--- config.mk ---
export PLATFORM = sky130hd
export DESIGN_NAME = shiftin
export DESIGN_NICKNAME = d
export VERILOG_FILES = /design/src/rtl/shiftin_pkg.sv /design/src/rtl/shiftin_sync.sv /design/src/rtl/shiftin.sv
export SDC_FILE = /design/constraint.sdc
export NUM_CORES = 1
export LEC_CHECK = 0
export ABC_CLOCK_PERIOD_IN_PS = 1900
export CAP_MARGIN = 20
export CORE_MARGIN = 3
export CORE_UTILIZATION = 46
export DETAILED_ROUTE_END_ITERATION = 8
export DONT_BUFFER_PORTS = 1
export MAX_ROUTING_LAYER = met4
export PLACE_DENSITY = 0.72
export SLEW_MARGIN = 25
export SYNTH_ARGS = -nofsm -noshare
export SYNTH_HDL_FRONTEND = slang
export SYNTH_HIERARCHICAL = 1
export SYNTH_SLANG_ARGS = --single-unit
--- constraint.sdc ---
create_clock -name clk_25MHz -period 1.9 [get_ports clk_25MHz]
set_input_delay 0.475 -clock clk_25MHz [delete_from_list [all_inputs] [get_ports clk_25MHz]]
set_output_delay 0.475 -clock clk_25MHz [all_outputs]
set_load 0.05 [all_outputs]
--- src/rtl/shiftin_pkg.sv ---
// rtl/shiftin_pkg.sv - shared FSM state type and default parameters for the 74HC165 reader
package shiftin_pkg;

    typedef enum logic [2:0] {
        IDLE,
        LOAD,
        SHIFT_LO,
        SHIFT_HI,
        DONE
    } state_t;

    localparam int DEF_WIDTH       = 8;
    localparam int DEF_CLK_DIV     = 4;
    localparam int DEF_POLL_PERIOD = 0;

endpackage

--- src/rtl/shiftin_sync.sv ---
// rtl/shiftin_sync.sv - two-flop synchronizer for the asynchronous serial data input
module shiftin_sync (
    input  logic clk_i,
    input  logic resetn_i,
    input  logic d_i,
    output logic q_o
);

    logic meta_q;
    logic sync_q;

    always_ff @(posedge clk_i) begin
        if (!resetn_i) begin
            meta_q <= 1'b0;
            sync_q <= 1'b0;
        end else begin
            meta_q <= d_i;
            sync_q <= meta_q;
        end
    end

    assign q_o = sync_q;

endmodule

--- src/rtl/shiftin.sv ---
// rtl/shiftin.sv - reads a chain of 74HC165 shift registers on request or on a poll timer
module shiftin
    import shiftin_pkg::*;
#(
    parameter int WIDTH       = DEF_WIDTH,
    parameter int CLK_DIV     = DEF_CLK_DIV,
    parameter int POLL_PERIOD = DEF_POLL_PERIOD
) (
    input  logic             clk_25MHz,
    input  logic             resetn,
    input  logic             start,
    output logic             shiftin_clock,
    output logic             shiftin_load,
    input  logic             shiftin_data,
    output logic [WIDTH-1:0] data,
    output logic             data_valid,
    output logic             data_changed,
    output logic             busy
);

    localparam int DIV_W  = $clog2(CLK_DIV);
    localparam int IDX_W  = $clog2(WIDTH);
    localparam int POLL_W = (POLL_PERIOD > 1) ? $clog2(POLL_PERIOD) : 1;

    localparam logic [DIV_W-1:0]  DIV_LAST  = DIV_W'(CLK_DIV - 1);
    localparam logic [IDX_W-1:0]  IDX_LAST  = IDX_W'(WIDTH - 1);
    localparam logic [POLL_W-1:0] POLL_LAST = POLL_W'((POLL_PERIOD > 0) ? POLL_PERIOD - 1 : 0);

    state_t             state_q, state_d;
    logic               load_q, load_d;
    logic               sclk_q, sclk_d;
    logic               busy_q, busy_d;
    logic [DIV_W-1:0]   div_q, div_d;
    logic [IDX_W-1:0]   idx_q, idx_d;
    logic [POLL_W-1:0]  poll_q, poll_d;
    logic [WIDTH-1:0]   shift_q, shift_d;
    logic [WIDTH-1:0]   data_q, data_d;
    logic               valid_q, valid_d;
    logic               changed_q, changed_d;

    logic sdata;
    logic div_last;
    logic sample;
    logic frame_end;
    logic poll_expire;
    logic trigger;

    shiftin_sync u_sync (
        .clk_i    (clk_25MHz),
        .resetn_i (resetn),
        .d_i      (shiftin_data),
        .q_o      (sdata)
    );

    assign div_last    = (div_q == DIV_LAST);
    assign sample      = (state_q == SHIFT_LO) && div_last;
    assign frame_end   = sample && (idx_q == IDX_LAST);
    assign poll_expire = (POLL_PERIOD > 0) && (state_q == IDLE) && (poll_q == POLL_LAST);
    assign trigger     = start || poll_expire;

    // State and pin registers: pins are registered so CP/PL never glitch on state decode.
    always_ff @(posedge clk_25MHz) begin
        if (!resetn) begin
            state_q <= IDLE;
            load_q  <= 1'b1;
            sclk_q  <= 1'b0;
            busy_q  <= 1'b0;
        end else begin
            state_q <= state_d;
            load_q  <= load_d;
            sclk_q  <= sclk_d;
            busy_q  <= busy_d;
        end
    end

    always_comb begin
        state_d = state_q;
        case (state_q)
            IDLE:     if (trigger)  state_d = LOAD;
            LOAD:     if (div_last) state_d = SHIFT_LO;
            SHIFT_LO: if (div_last) state_d = (idx_q == IDX_LAST) ? DONE : SHIFT_HI;
            SHIFT_HI: if (div_last) state_d = SHIFT_LO;
            DONE:     state_d = IDLE;
            default:  state_d = IDLE;
        endcase
    end

    always_comb begin
        load_d = (state_d != LOAD);
        sclk_d = (state_d == SHIFT_HI);
        busy_d = (state_d != IDLE);
    end

    always_comb begin
        div_d = '0;
        if ((state_q == LOAD || state_q == SHIFT_LO || state_q == SHIFT_HI) && !div_last) begin
            div_d = div_q + 1'b1;
        end
        idx_d = idx_q;
        if (state_q == IDLE) begin
            idx_d = '0;
        end else if (state_q == SHIFT_HI && div_last) begin
            idx_d = idx_q + 1'b1;
        end
        // Poll timer only runs while idle, so it restarts from zero on every IDLE entry.
        poll_d = '0;
        if ((POLL_PERIOD > 0) && (state_q == IDLE) && !poll_expire) begin
            poll_d = poll_q + 1'b1;
        end
        shift_d   = sample ? {shift_q[WIDTH-2:0], sdata} : shift_q;
        data_d    = frame_end ? shift_d : data_q;
        valid_d   = frame_end;
        changed_d = frame_end && (shift_d != data_q);
    end

    always_ff @(posedge clk_25MHz) begin
        if (!resetn) begin
            div_q     <= '0;
            idx_q     <= '0;
            poll_q    <= '0;
            shift_q   <= '0;
            data_q    <= '0;
            valid_q   <= 1'b0;
            changed_q <= 1'b0;
        end else begin
            div_q     <= div_d;
            idx_q     <= idx_d;
            poll_q    <= poll_d;
            shift_q   <= shift_d;
            data_q    <= data_d;
            valid_q   <= valid_d;
            changed_q <= changed_d;
        end
    end

    assign shiftin_clock = sclk_q;
    assign shiftin_load  = load_q;
    assign busy          = busy_q;
    assign data          = data_q;
    assign data_valid    = valid_q;
    assign data_changed  = changed_q;

endmodule

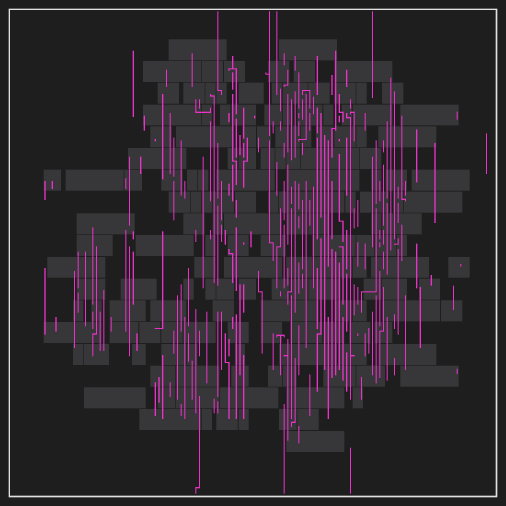
layer_met2.png
Drawn at 8 px/um.
wire length on this layer: 1400 um
longest straight run: 35.2 um
share of all routed wire: 50%
main direction: vertical

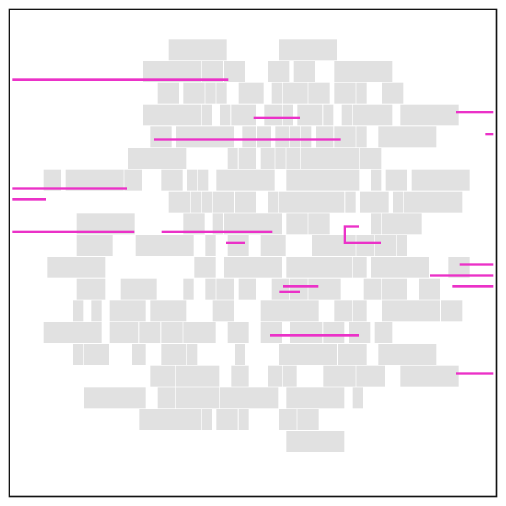
layer_met3.png
Drawn at 8 px/um.
share of all routed wire: 5.5%
wire length on this layer: 155 um

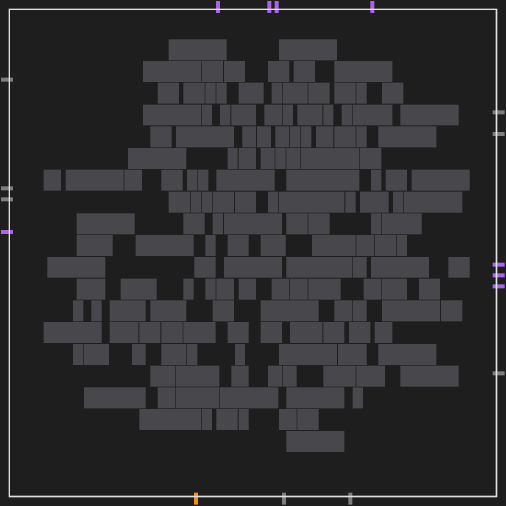
io_placement.png
Drawn at 8 px/um. Pins as bars across the die edge, other pins in grey.
[`start`] orange | pins: 1 | direction: input | edge: bottom
[`data`] purple | pins: 8 | direction: output | edge: 4 top, 3 right, 1 left

==> reports/results.ini <==
[layout]
flop_area_um2 = 623
comb_cells = 101
n_all_inverters = 5
comb_share_pct = 46.3
drive_gt1_share_pct = 19.0
seq_share_pct = 39.5
fillers = 261
ff_count = 31
nets = 167
final_common_cell = dfxtp_1

[final_timing]
relSlewSlack_pct = 61.1
hold_viol = 0
layout_min_cycle_time_ns = 1.87
slew_viol_final = 0
fin_skew_ns = 0.00542
max_freq_mhz = 535

[logic_synthesis]
fp_nets = 153
synth_flops = 31
synth.distinct_cells = 39
xor_share_pct = 3.18
async_reset_ff_share_pct = 0
top_cell_area_share_pct = 45.0
mux_share_pct = 5.09
synth_warnings = 6
synthTopCellsByArea = dfxtp_1 45%, nand2_1 6.5%, mux2i_1 5.1%
compound_area_share_pct = 15.5
ys_chip_area_um2 = 1380
top_logic_kind = simple AND/OR/NAND/NOR gates

[routing]
via_per_inst = 5.65
ant_nets = 0
drc = 0
num_vias = 1067

[pwr]
p_clk_share_pct = 35.6
internal_power_w = 0.000846
power_frac_comb_pct = 2.6
vdd_drop_max_mv = 0.430

[clock_tree]
post_cts_buffers = 2
cts-root-buf = clkbuf_4
cts_tree = done
clk_pin_slew_ns = 0.09
cts_resized = 5
cts_buffer_depth = 2

[die]
die_h_um = 60.7
die-area_um2 = 3690
rows = 19
initCoreUtil_pct = 49.1

[setup_path]
rrSetupSlack_ns = 0.03
startpoint_type = register
reg2reg_depth = 7
worstPathArrival_ns = 2.08
path_buffers = 1
path_cells = ha_2 -> nor4bb_4 -> buf_6 -> mux2i_4 -> xor2_1 -> o2111a_1 -> a31oi_1

[global_routing]
grt_pass1_vias = 1028
grt_pass1_wl_um = 4440
antenna_found_initial = 0

[status]
status = complete, no violations

[placed_design]
place_congestion = 0.862
post-place-ws_ns = -0.0330

[hold_path]
hp-class = in -> reg

==> worst min-delay path by stage <==
stage                                           to                      from  cells past startpoint
after floorplan              u_sync/q_o$_SDFF_PN0_  u_sync/meta_q$_SDFF_PN0_                      1
after global placement       u_sync/q_o$_SDFF_PN0_  u_sync/meta_q$_SDFF_PN0_                      1
after detailed placement     u_sync/q_o$_SDFF_PN0_  u_sync/meta_q$_SDFF_PN0_                      1
after CTS                 u_sync/meta_q$_SDFF_PN0_              shiftin_data                      1
after global routing          data[7]$_SDFFE_PN0P_                    resetn                      1
final                     u_sync/meta_q$_SDFF_PN0_              shiftin_data                      1
==> power groups by stage <==
stage | clock, W | sequential [W] | combinational (W)
finish | 0.000391 | 0.000679 | 0.0000282
floorplan | 0 | 0.000691 | 0.0000298
global placement | 0 | 0.000693 | 0.0000271
detailed placement | 0 | 0.000693 | 0.0000278
CTS | 0.000398 | 0.000678 | 0.0000279
global route | 0.000432 | 0.000681 | 0.0000318
==> per-layer routing <==
layer  share of wire (%)  wire (um)  GRT usage (%)
met3                 5.5        154           8.51
met1                  43       1220           19.2
met4                 1.6         44           8.98
met2                  50       1400           25.3
met5                   0          0              -
==> kinds of logic (layout without fill, tap and decap cells) <==
group	after synthesis	in the layout
muxes	7	7
AOI/OAI and AO/OA	28	28
buffers and inverters	12	26
DFF	31	31
adders and majority gates	5	5
xor gates and xnor gates	5	5
and+or+nand+nor	56	56
==> stage by stage <==
stage	cell area [um2]	instances	total power [W]	hold WS, ns	TNS [ns]
after floorplan	1380	144	0.000721	0.412	0
after global placement	1460	180	0.000720	0.418	0
after detailed placement	1460	180	0.000721	0.419	-0.0330
after CTS	1550	189	0.00110	0.255	0
after global routing	1580	189	0.00114	0.246	-0.0350
final	1580	189	0.00110	0.260	0
Power figures rest on the tool's default switching activity, not on a simulated workload.
